<file path="src/rtl/cache_pkg.sv">
// Shared constants and fill-state encoding for the L1I line-fill path.
// Geometry parameters derive tag width and beat counts from line/index sizes.
// Optional perf counters are enabled by defining LINE_FILL_PERF_EN.
package cache_pkg;
  localparam int offsetSize   = 5;
  localparam int indexSize    = 8;
  localparam int tagSize      = 64 - (offsetSize + indexSize);
  localparam int beatWidth    = 64;
  localparam int beatsPerLine = (8 * (2 ** offsetSize)) / beatWidth;
  localparam int beatIdxSize  = $clog2(beatsPerLine);

  typedef enum logic [2:0] {
    FILL_IDLE  = 3'd0,
    FILL_REQ   = 3'd1,
    FILL_DATA  = 3'd2,
    FILL_TAGWR = 3'd3,
    FILL_DRAIN = 3'd4
  } fill_state_t;
endpackage

</file>
<file path="src/rtl/cache_line_fill_perf_counters.sv">
// Completed-fill and aborted-fill event counters (LINE_FILL_PERF_EN builds only).
// Latency: count visible one cycle after the event strobe.
// No backpressure; counters wrap at 2^32.
`ifdef LINE_FILL_PERF_EN
module line_fill_perf_counters (
  input  logic        clock_i,
  input  logic        reset_i,
  input  logic        fill_inc,
  input  logic        abort_inc,
  output logic [31:0] fill_count,
  output logic [31:0] abort_count
);

  // Free-running event counters, cleared only by reset.
  always_ff @(posedge clock_i or posedge reset_i) begin
    if (reset_i) begin
      fill_count  <= '0;
      abort_count <= '0;
    end else begin
      if (fill_inc)  fill_count  <= fill_count + 32'd1;
      if (abort_inc) abort_count <= abort_count + 32'd1;
    end
  end

endmodule
`endif

</file>
<file path="src/rtl/cache_line_fill.sv">
// L1I miss handler: one line read, beat writes into data array, then one tag write.
// Latency: memReq one cycle after miss accept; each beat written one cycle after arrival.
// Backpressure: miss_ready only in IDLE; memReq held until ready; beats cannot be stalled.
// Optional perf counters: LINE_FILL_PERF_EN.
module cache_line_fill
  import cache_pkg::*;
(
  input  logic                   clock_i,
  input  logic                   reset_i,
  input  logic                   flushPipeline_i,
  input  logic                   miss_valid_i,
  input  logic [tagSize-1:0]     miss_tag_i,
  input  logic [indexSize-1:0]   miss_index_i,
  output logic                   miss_ready_o,
  input  logic                   fetchActive_i,
  output logic                   memReq_valid_o,
  output logic [63:0]            memReq_addr_o,
  input  logic                   memReq_ready_i,
  input  logic                   memResp_valid_i,
  input  logic [beatWidth-1:0]   memResp_data_i,
  output logic                   dataWrEnable_o,
  output logic [indexSize-1:0]   dataWrIndex_o,
  output logic [beatIdxSize-1:0] dataWrBeat_o,
  output logic [beatWidth-1:0]   dataWrData_o,
  output logic [tagSize-1:0]     newTag_o,
  output logic [indexSize-1:0]   newIndex_o,
  output logic                   updateEnable_o,
  output logic                   tagQueryStall_o,
  output logic [31:0]            fillCount_o,
  output logic [31:0]            abortCount_o
);

  fill_state_t            state, state_nxt;
  logic [tagSize-1:0]     tag_q;
  logic [indexSize-1:0]   index_q;
  logic [beatIdxSize-1:0] beat_cnt;
  logic                   last_beat;

  assign last_beat = (beat_cnt == beatIdxSize'(beatsPerLine - 1));

  // State register.
  always_ff @(posedge clock_i or posedge reset_i) begin
    if (reset_i) state <= FILL_IDLE;
    else         state <= state_nxt;
  end

  // Next-state logic; a flush coinciding with the final beat has nothing left to drain.
  always_comb begin
    state_nxt = state;
    case (state)
      FILL_IDLE:  if (miss_valid_i) state_nxt = FILL_REQ;
      FILL_REQ: begin
        if (memReq_ready_i)       state_nxt = flushPipeline_i ? FILL_DRAIN : FILL_DATA;
        else if (flushPipeline_i) state_nxt = FILL_IDLE;
      end
      FILL_DATA: begin
        if (flushPipeline_i)
          state_nxt = (memResp_valid_i && last_beat) ? FILL_IDLE : FILL_DRAIN;
        else if (memResp_valid_i && last_beat)
          state_nxt = FILL_TAGWR;
      end
      FILL_DRAIN: if (memResp_valid_i && last_beat) state_nxt = FILL_IDLE;
      FILL_TAGWR: if (!fetchActive_i) state_nxt = FILL_IDLE;
      default:    state_nxt = FILL_IDLE;
    endcase
  end

  // Capture the miss address and track beat position within the line.
  always_ff @(posedge clock_i or posedge reset_i) begin
    if (reset_i) begin
      tag_q    <= '0;
      index_q  <= '0;
      beat_cnt <= '0;
    end else if (state == FILL_IDLE) begin
      if (miss_valid_i) begin
        tag_q    <= miss_tag_i;
        index_q  <= miss_index_i;
        beat_cnt <= '0;
      end
    end else if ((state == FILL_DATA || state == FILL_DRAIN) && memResp_valid_i) begin
      beat_cnt <= beat_cnt + 1'b1;
    end
  end

  // Register each accepted beat into a data-array write on the following cycle.
  always_ff @(posedge clock_i or posedge reset_i) begin
    if (reset_i) begin
      dataWrEnable_o <= 1'b0;
      dataWrIndex_o  <= '0;
      dataWrBeat_o   <= '0;
      dataWrData_o   <= '0;
    end else begin
      dataWrEnable_o <= (state == FILL_DATA) && memResp_valid_i && !flushPipeline_i;
      if ((state == FILL_DATA) && memResp_valid_i) begin
        dataWrIndex_o <= index_q;
        dataWrBeat_o  <= beat_cnt;
        dataWrData_o  <= memResp_data_i;
      end
    end
  end

  // miss_ready is masked by reset so every output reads 0 while reset is held.
  assign miss_ready_o    = (state == FILL_IDLE) && !reset_i;
  assign memReq_valid_o  = (state == FILL_REQ);
  assign memReq_addr_o   = {tag_q, index_q, {offsetSize{1'b0}}};
  assign tagQueryStall_o = (state != FILL_IDLE);
  assign updateEnable_o  = (state == FILL_TAGWR) && !fetchActive_i;
  // Tag memory ORs write addresses, so the index/tag must be zero when idle.
  assign newTag_o        = updateEnable_o ? tag_q   : '0;
  assign newIndex_o      = updateEnable_o ? index_q : '0;

`ifdef LINE_FILL_PERF_EN
  logic fill_done, drain_enter;
  assign fill_done   = updateEnable_o;
  assign drain_enter = flushPipeline_i &&
                       (((state == FILL_REQ) && memReq_ready_i) || (state == FILL_DATA));

  line_fill_perf_counters u_perf (
    .clock_i     (clock_i),
    .reset_i     (reset_i),
    .fill_inc    (fill_done),
    .abort_inc   (drain_enter),
    .fill_count  (fillCount_o),
    .abort_count (abortCount_o)
  );
`else
  assign fillCount_o  = 32'd0;
  assign abortCount_o = 32'd0;
`endif

endmodule
</file>
<file path="config.mk">
export PLATFORM = sky130hd
export DESIGN_NAME = cache_line_fill
export DESIGN_NICKNAME = d
export VERILOG_FILES = /design/src/rtl/cache_pkg.sv /design/src/rtl/cache_line_fill_perf_counters.sv /design/src/rtl/cache_line_fill.sv
export SDC_FILE = /design/constraint.sdc
export NUM_CORES = 1
export LEC_CHECK = 0
export ABC_CLOCK_PERIOD_IN_PS = 5100
export CORE_AREA = 2 2 155 157
export CTS_BUF_LIST = sky130_fd_sc_hd__clkbuf_16
export DETAILED_ROUTE_END_ITERATION = 7
export DIE_AREA = 0 0 157 159
export MAX_ROUTING_LAYER = met4
export SLEW_MARGIN = 20
export SYNTH_ARGS = -nofsm -noshare
export SYNTH_HDL_FRONTEND = slang
export SYNTH_SLANG_ARGS = --single-unit
</file>
<file path="constraint.sdc">
create_clock -name clock_i -period 5.1 [get_ports clock_i]
set_input_delay 0.765 -clock clock_i [delete_from_list [all_inputs] [get_ports clock_i]]
set_output_delay 0.765 -clock clock_i [all_outputs]
set_load 0.02 [all_outputs]
</file>
Fig. 1: layout detail
Region (58, 91) to (98, 131) µm. Cells in gray, sequential cells in the stronger gray; small squares are vias.
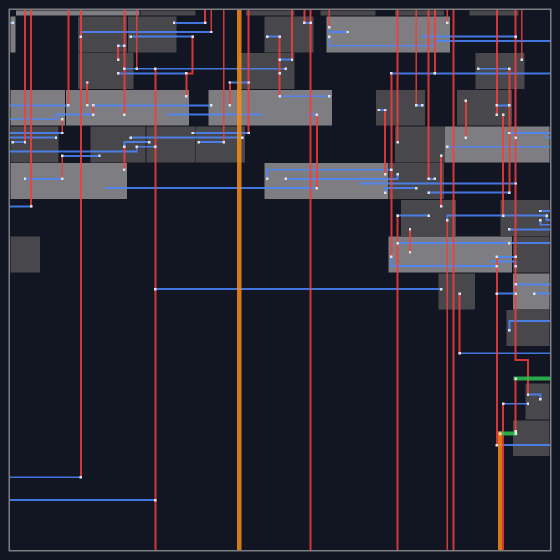
color	layer
green	met3
orange	met4
red	met2
blue	met1
sequential cells in the window	7
most frequent	clkdlybuf4s50_1 (10), mux2_2 (7), dfrtp_1 (7)
cells with their middle in the window	27
netlist names of flops here include	dataWrData_o (4), index_q (2)

Fig. 2: sequential cells colored by netlist name
Drawn at 3 px/µm. Other sequential cells in the stronger gray, the rest of the logic in the fainter gray.
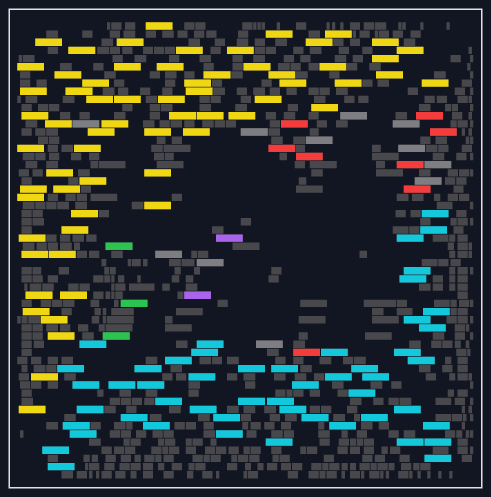
color	name in the netlist	flops
purple	dataWrBeat_o	2
yellow	dataWrData_o	64
cyan	tag_q	51
red	index_q	8
green	state	3
Power Sequential: 2.05 mW
Sequential cell area: 3480 µm²
fraction of the core area covered by cells at the end of the flow: 0.439
share of the final layout cell area in sequential cells: 0.342

Fig. 3: routing congestion
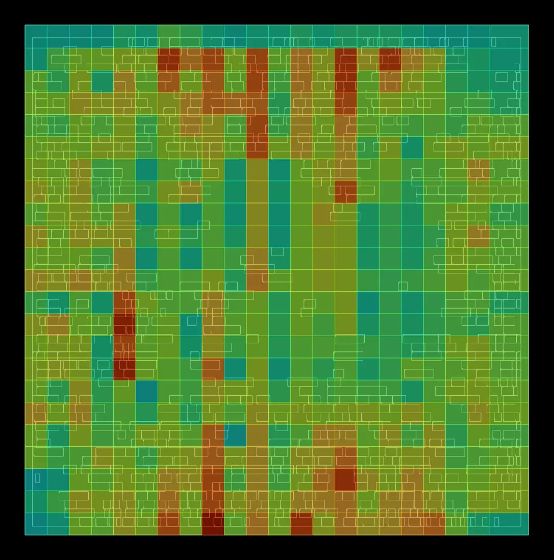
GRT Overall Usage: 0.149
GR Layer Usage met3: 0.0343
most crowded layer after global routing: met2
drt wl/cell: 16.4 µm
global routing usage on met2: 0.262

Fig. 4: signal wires on met2
Drawn at 1.5 px/µm. Cells faint in the background.
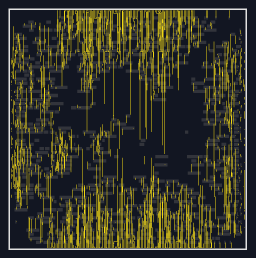
share of all routed wire	53%
nets with wire on the layer	836
total number of vias: 4463
post-detailed-routing wire length: 18.3 mm

==> results.yml <==
# generated from flow reports
sta:
  finalMaxSlewViolations: 0
  maxSlewHeadroom: 0.442
  fin_crit_ns: 3.61
  hold_slack_final_ns: 0.505
  hold_viol_final: 0
  count_of_final_setup_violators: 0
synth:
  netlist.top_cell.by_area: "sky130_fd_sc_hd__dfrtp_1"
  yosys_area_um2: 6340
  netlist.top_cell.by_instances: "sky130_fd_sc_hd__dfrtp_1"
  xor_area_frac: 0.00138
  asyncSetResetFlopFracSynth: 1.00
  yosys.stat.seqShare: 0.549
  synth.lib_cells_used.distinct: 31
  yosysWarningCount: 0
placed_design:
  post-place-cells: 1084
  place.detailed.hpwl_mm: 13.6
global_routing:
  first_pass_grt_wire_length_mm: 27.5
  overflow: 0
  maximum_number_of_pins_on_one_net_before_global_route_repair: 76
flow_run:
  maxCapViolCount: 0
  tool_warnings: 26
cells_and_area:
  multi_input_logic_portion_of_the_cell_area: 0.236
  mostFrequentLayoutCells: "326 x sky130_fd_sc_hd__clkdlybuf4s50_1, 139 x sky130_fd_sc_hd__dfrtp_1, 125 x sky130_fd_sc_hd__mux2_2"
  drive_gt1_frac: 0.220
  flow.area_growth_from_synthesis_pct: 60.6
  insertedDiodeCount: 0
  combGateArea_um2: 2400
  nonClkBufAreaFrac: 0.325
  top_cell_category: "registers"
  final_layout_top_logic_cell: "sky130_fd_sc_hd__clkdlybuf4s50_1"
  design_area_um2: 10200
  clock_buffer_count: 17
  final.signal_buffer_count: 332
  fill_cells: 2220
  layout.cells.non_filler: 1116
detailed_routing:
  ant_nets: 0
  top_layer_used: "met4"
critical_path:
  worstSetupEndpoint: "newTag_o[10]"
  crit_chain: "inv_1 -> nor4_4 -> buf_4 -> and2_1 -> clkdlybuf4s50_1"
  worst-r2r-setup-slack_ns: 2.62
  length_in_cells_of_the_worst_reg_to_reg_path: 4
  timing.critical_path.buf_inv: 3
  reg_to_reg_end: "dataWrIndex_o[4]$_DFFE_PP0P_"
  worstSetupPathType: "reg2out"
  timing.critical_path.from_type: "register"
  critical_path.top_delay_family: "buffers and inverters"
  critPathMaxStageDelay_ns: 0.63
  worstPathMaxFanout: 58
pwr:
  p_total_mw: 6.26
  pwr-share-comb: 0.477
  p_sw_frac: 0.369
  maxPowerGroup: "combinational logic"
cts:
  cts_made_buffers: 17
  ctsHoldBuffers: 0
  cts.htree.levels: 4
  postCtsSetupRepairBufs: 0
outcome:
  outcome: "finished, final reports clean"
floorplanning:
  rows: 56
  die_y_um: 159
  floorplan.die.width_um: 157
worst_hold_path:
  hold_path_depth: 1
Power and IR drop assume default switching activity.
